## config.mk

```make
export PLATFORM = sky130hd
export DESIGN_NAME = float_to_fixed_serial
export DESIGN_NICKNAME = d
export VERILOG_FILES = /design/src/rtl/float_to_fixed_serial.sv
export SDC_FILE = /design/constraint.sdc
export NUM_CORES = 1
export LEC_CHECK = 0
export ABC_AREA = 1
export CORE_MARGIN = 4
export CORE_UTILIZATION = 30
export CTS_BUF_LIST = sky130_fd_sc_hd__clkbuf_16
export DETAILED_ROUTE_END_ITERATION = 7
export GPL_TIMING_DRIVEN = 0
export SLEW_MARGIN = 5
export SYNTH_ARGS = -nofsm -noshare
export SYNTH_HDL_FRONTEND = slang
export SYNTH_SLANG_ARGS = --single-unit
```

## constraint.sdc

```tcl
create_clock -name clk -period 1.95 [get_ports clk]
set_clock_uncertainty 0.1 [all_clocks]
set_input_delay 0.2925 -clock clk [delete_from_list [all_inputs] [get_ports clk]]
set_output_delay 0.2925 -clock clk [all_outputs]
set_load 0.02 [all_outputs]
```

## src/rtl/float_to_fixed_serial.sv

```systemverilog
`default_nettype none
// ============================================================================
//  Module   : float_to_fixed_serial
//  Purpose  : Converts an IEEE-754 single-precision operand into a WL-bit
//             two's-complement fixed-point value with FRAC fraction bits.
//             The mantissa is right-shifted one bit per enabled clock, so
//             the latency depends on the operand exponent. Dropped bits are
//             truncated, which rounds the magnitude toward zero. Infinities
//             and out-of-range values saturate. NaN, zero, denormals and
//             values too small to represent all produce zero.
//  Revision : 1.0 - initial release
// ----------------------------------------------------------------------------
//  Ports
//    clk      in   1   single clock, rising edge
//    reset_n  in   1   asynchronous active-low reset
//    clk_en   in   1   clock enable; all registers hold while low
//    start    in   1   conversion request, accepted only in IDLE
//    dataa    in   32  IEEE-754 single-precision operand
//    result   out  WL  fixed-point result, held until next completion
//    done     out  1   one-enabled-cycle pulse, result/flags valid
//    busy     out  1   conversion in progress (shifting)
//    overflow out  1   result saturated (infinity or out of range)
//    invalid  out  1   operand was NaN
// ============================================================================
module float_to_fixed_serial #(
  parameter int WL   = 21,
  parameter int FRAC = 19
) (
  input  logic          clk,
  input  logic          reset_n,
  input  logic          clk_en,
  input  logic          start,
  input  logic [31:0]   dataa,
  output logic [WL-1:0] result,
  output logic          done,
  output logic          busy,
  output logic          overflow,
  output logic          invalid
);

  // Shift count is n = N_BASE - e. Exponents at or above SAT_EXP cannot be
  // represented in WL bits and saturate. Below that threshold n >= 25-WL >= 0,
  // so n never calls for a left shift.
  localparam logic [9:0]    N_BASE  = 10'(150 - FRAC);
  localparam logic [9:0]    SAT_EXP = 10'(127 + WL - 1 - FRAC);
  localparam logic [WL-1:0] POS_MAX = {1'b0, {(WL-1){1'b1}}};
  localparam logic [WL-1:0] NEG_MIN = {1'b1, {(WL-1){1'b0}}};

  typedef enum logic [1:0] {
    IDLE   = 2'd0,
    SHIFT  = 2'd1,
    FINISH = 2'd2
  } state_t;

  state_t state;
  state_t next_state;

  logic        sign;
  logic [23:0] mag;
  logic [4:0]  cnt;

  // ---------------------------------------------------------------- decode
  logic [9:0]  exp_ext;
  logic [9:0]  shift_n;
  logic        frac_nz;
  logic        is_nan;
  logic        is_inf;
  logic        is_zero;
  logic        is_sat;
  logic        is_unf;
  logic        is_normal;

  always_comb begin
    exp_ext   = {2'b00, dataa[30:23]};
    shift_n   = N_BASE - exp_ext;
    frac_nz   = |dataa[22:0];
    is_nan    = 1'b0;
    is_inf    = 1'b0;
    is_zero   = 1'b0;
    is_sat    = 1'b0;
    is_unf    = 1'b0;
    is_normal = 1'b0;
    // Priority order matters: the first match wins.
    if (dataa[30:23] == 8'hFF) begin
      if (frac_nz) is_nan = 1'b1;
      else         is_inf = 1'b1;
    end else if (dataa[30:23] == 8'h00) begin
      is_zero = 1'b1;
    end else if (exp_ext >= SAT_EXP) begin
      is_sat = 1'b1;
    end else if (shift_n > 10'd24) begin
      is_unf = 1'b1;
    end else begin
      is_normal = 1'b1;
    end
  end

  // A normal operand needing shifts goes through SHIFT; all else finishes
  // straight from capture.
  logic go_shift;
  assign go_shift = is_normal && (shift_n != 10'd0);

  // -------------------------------------------------------- next state FSM
  always_comb begin
    next_state = state;
    case (state)
      IDLE: begin
        if (start) begin
          if (go_shift) next_state = SHIFT;
          else          next_state = FINISH;
        end
      end
      SHIFT: begin
        // cnt==1 means this edge performs the final shift.
        if (cnt == 5'd1) next_state = FINISH;
      end
      FINISH: begin
        next_state = IDLE;
      end
      default: begin
        next_state = IDLE;
      end
    endcase
  end

  always_ff @(posedge clk or negedge reset_n) begin
    if (!reset_n) begin
      state <= IDLE;
    end else if (clk_en) begin
      state <= next_state;
    end
  end

  // ----------------------------------------------------- final result path
  // The result is registered on the edge that enters FINISH, so done and
  // result appear together and the latency is n+1 enabled edges.
  logic          fin_sign;
  logic [23:0]   fin_mag;
  logic          fin_sat;
  logic [WL-1:0] fin_mag_wl;
  logic [WL-1:0] fin_result;

  always_comb begin
    fin_sign = sign;
    fin_mag  = mag >> 1;
    fin_sat  = 1'b0;
    if (state == IDLE) begin
      fin_sign = dataa[31];
      fin_mag  = is_normal ? {1'b1, dataa[22:0]} : 24'd0;
      fin_sat  = is_inf | is_sat;
    end
    // For in-range operands the shifted magnitude is below 2^(WL-1), so
    // resizing to WL bits never loses a significant bit.
    fin_mag_wl = WL'(fin_mag);
    if (fin_sat)       fin_result = fin_sign ? NEG_MIN : POS_MAX;
    else if (fin_sign) fin_result = -fin_mag_wl;
    else               fin_result = fin_mag_wl;
  end

  // ------------------------------------------------------------- datapath
  always_ff @(posedge clk or negedge reset_n) begin
    if (!reset_n) begin
      sign     <= 1'b0;
      mag      <= 24'd0;
      cnt      <= 5'd0;
      result   <= '0;
      done     <= 1'b0;
      busy     <= 1'b0;
      overflow <= 1'b0;
      invalid  <= 1'b0;
    end else if (clk_en) begin
      done <= 1'b0;
      case (state)
        IDLE: begin
          if (start) begin
            sign     <= dataa[31];
            mag      <= is_normal ? {1'b1, dataa[22:0]} : 24'd0;
            cnt      <= shift_n[4:0];
            busy     <= go_shift;
            overflow <= 1'b0;
            invalid  <= 1'b0;
            if (!go_shift) begin
              result   <= fin_result;
              done     <= 1'b1;
              overflow <= is_inf | is_sat;
              invalid  <= is_nan;
            end
          end
        end
        SHIFT: begin
          mag <= mag >> 1;
          cnt <= cnt - 5'd1;
          if (cnt == 5'd1) begin
            result <= fin_result;
            done   <= 1'b1;
            busy   <= 1'b0;
          end
        end
        default: begin
          busy <= 1'b0;
        end
      endcase
    end
  end

endmodule
`default_nettype wire

```

==> results.py <==
# Physical implementation metrics
metrics = {
    "status": {
        "outcome": "finished, violations left",
        "violations": "setup timing",
    },
    "cts": {
        "clk_pin_slew_worst_paths_ns": 0.07,
        "cts_tree": "done",
        "number_of_cells_upsized_or_downsized_after_cts": 126,
        "h_tree_depth_reported_by_cts": 2,
    },
    "min_path": {
        "hold_class": "primary input to register",
        "min-delay-start": "dataa[18]",
        "holdPathEnd": "mag[18]",
        "timing.hold.worst_path_depth": 3,
    },
    "worst_setup_path": {
        "cp_common_cell": "nand2_1",
        "critical_path_class": "register to register",
        "critical_path_arrival_ns": 2.19,
        "rrSetupSlack_ns": -0.15,
        "critical_path.reg2reg.startpoint": "busy",
        "max_stage_delay_ns": 0.43,
        "r2r-end": "result[14]",
        "cpMaxStageDelayCell": "dfrtp_2",
    },
    "power_and_ir_drop": {
        "netSwitchingPower_mw": 3.50,
        "peakVddDrop_uv": 563,
        "maxPowerGroup": "combinational cells",
        "power_density_nw_per_um2": 1380,
        "power.share.sequential": 0.257,
        "power_switching_share": 0.451,
        "power.internal_mw": 4.27,
    },
    "drt": {
        "ant_nets": 0,
        "route.top_layer_used": "met4",
        "met3_length_um": 492,
        "wl_per_cell_um": 15.0,
        "route.met2.wl_mm": 6.33,
        "route.detailed.drc": 0,
        "detail_route.wirelength_mm": 12.2,
        "drc_marker_count_from_the_first_detailed_route_iteration": 248,
    },
    "logic_synthesis": {
        "syn_inst": 537,
        "post_synth_most_frequent_cells": "nand2_1 (129), nor2_1 (70), dfrtp_1 (55)",
        "synth.avg_cell_area_sq_um": 7.04,
        "yosysMostFrequentCell": "nand2_1",
        "top_area_frac": 0.364,
        "mux_share": 0,
        "synth.cell_area_sq_um": 3780,
        "synthTopCellsByArea": "dfrtp_1 (36%), nand2_1 (13%), nor2_1 (7.0%), a21oi_1 (6.4%), nand3_1 (6.1%)",
        "yosysWarningCount": 0,
        "synth-xor-area-share": 0.0182,
        "post_synth_fa_ha_maj_area_fraction": 0.0232,
        "yosys.stat.seqShare": 0.364,
        "post_synth_num_cell_types": 41,
    },
    "layout": {
        "top_regs": "mag: 23 flops, result: 21 flops, cnt: 5 flops",
        "logic_area_sq_um": 2440,
        "final_layout_top_logic_cell": "nand2_1",
        "biggest_area_consumer_among_cell_classes": "logic gates",
        "final_layout_size_suffix_gt1_frac": 0.296,
        "clkCellAreaFrac": 0.0249,
        "non_clock_buffer_area_share": 0.222,
        "sh_comb_area": 0.433,
        "flip_flop_and_latch_share_of_the_layout_cell_area": 0.245,
        "synthToLayoutAreaGrowth_pct": 49.2,
        "fin_util": 0.464,
        "n_multi_input_combinational_cell": 410,
    },
    "final_timing": {
        "finalHoldViolations": 0,
        "grt_setup_unrepaired": "yes",
        "finalWorstPathRequiredPeriod_ns": 2.10,
        "setup_ws_ns": -0.153,
        "slew_headroom": 0.587,
        "finalSetupViolations": 21,
    },
    "placed_design": {
        "port_buffers": 60,
    },
    "global_route": {
        "grt-ovfl-total": 0,
        "grt_start_max_net_pins": 31,
    },
    "run": {
        "openroad.warnings": 33,
        "max_cap_viol_count": 0,
    },
    "floorplan": {
        "die_h_um": 120,
        "floorplan.io_pins": 61,
        "chip_area_sq_um": 14500,
    },
}
-- critical path, delay by kind of cell (launching register included) --
kind | cells | cell delay [ns]
flip-flops | 1 | 0.43
AND/OR/NAND/NOR | 12 | 1.23
buffers and inverters | 2 | 0.22
-- metrics by stage --
stage / TNS, ns / cells / hold slack (ns) / area (sq um) / total power [mW]
2_1_floorplan: -1.21 / 537 / -0.103 / 3840 / 4.49
3_3_place_gp: -109.13 / 765 / 0.364 / 4660 / 5.61
3_5_place_dp: -38.86 / 766 / 0.242 / 4670 / 5.72
4_1_cts: -0.762 / 793 / 0.337 / 5250 / 7.13
5_1_grt: -4.41 / 814 / 0.346 / 5640 / 8.31
6_report: -2.00 / 814 / 0.339 / 5640 / 7.77
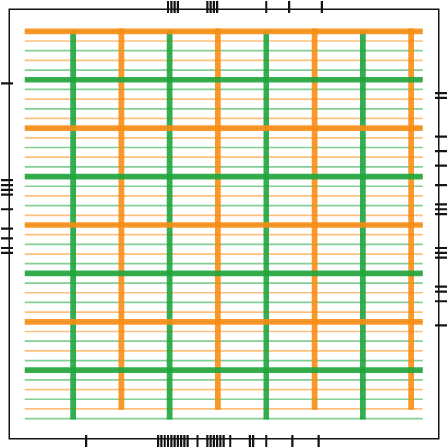
(images/power_grid.png)
Pins as bars on the die edge.
VSS -> green
VDD -> orange
met5 straps = 8
signal pins = 61

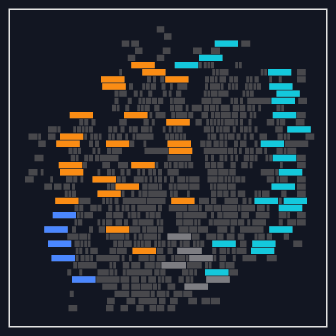
(images/flops_by_reg.png)
Other sequential cells in the stronger gray, the rest of the logic in the fainter gray.
result -> cyan  # flops 21
mag -> orange  # flops 23
cnt -> blue  # flops 5, where bottom left
not colored = 6

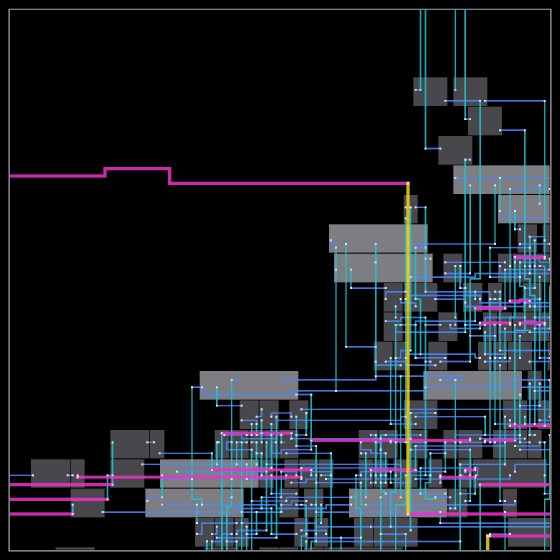
(images/detail.png)
Window x 5 to 55, y 65 to 115 um. Cells in gray, sequential cells in the stronger gray; small squares are vias.
metal 3 -> magenta
metal 2 -> cyan
metal 1 -> blue
metal 4 -> yellow
cells with their middle in the window = 83
sequential cells in the window = 9
most frequent = nor2_1 (14), a21oi_1 (14), nand2_1 (11)
netlist names of flops here include = mag (9)

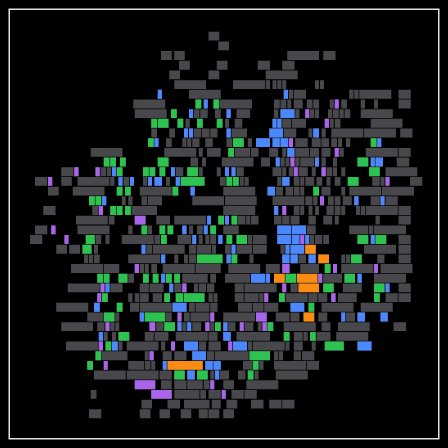
(images/logic_types.png)
NOR gates -> blue  # cells 89, most used nor2_1
inverters -> purple  # cells 47, most used inv_1
inverting AOI/OAI gates -> green  # cells 89, most used a21oi_1
XOR/XNOR gates -> orange  # cells 7, most used xnor2_1

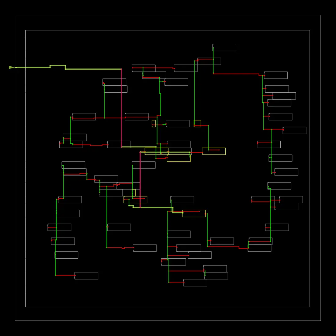
(images/clocks.png)
number of buffers created by CTS: 5
power of the clock network: 893 uW
clock latency on the worst-skew pair: 0.29 ns
sequential cell count: 55
clock sink count: 55

Power figures rest on the tool's default switching activity, not on a simulated workload.
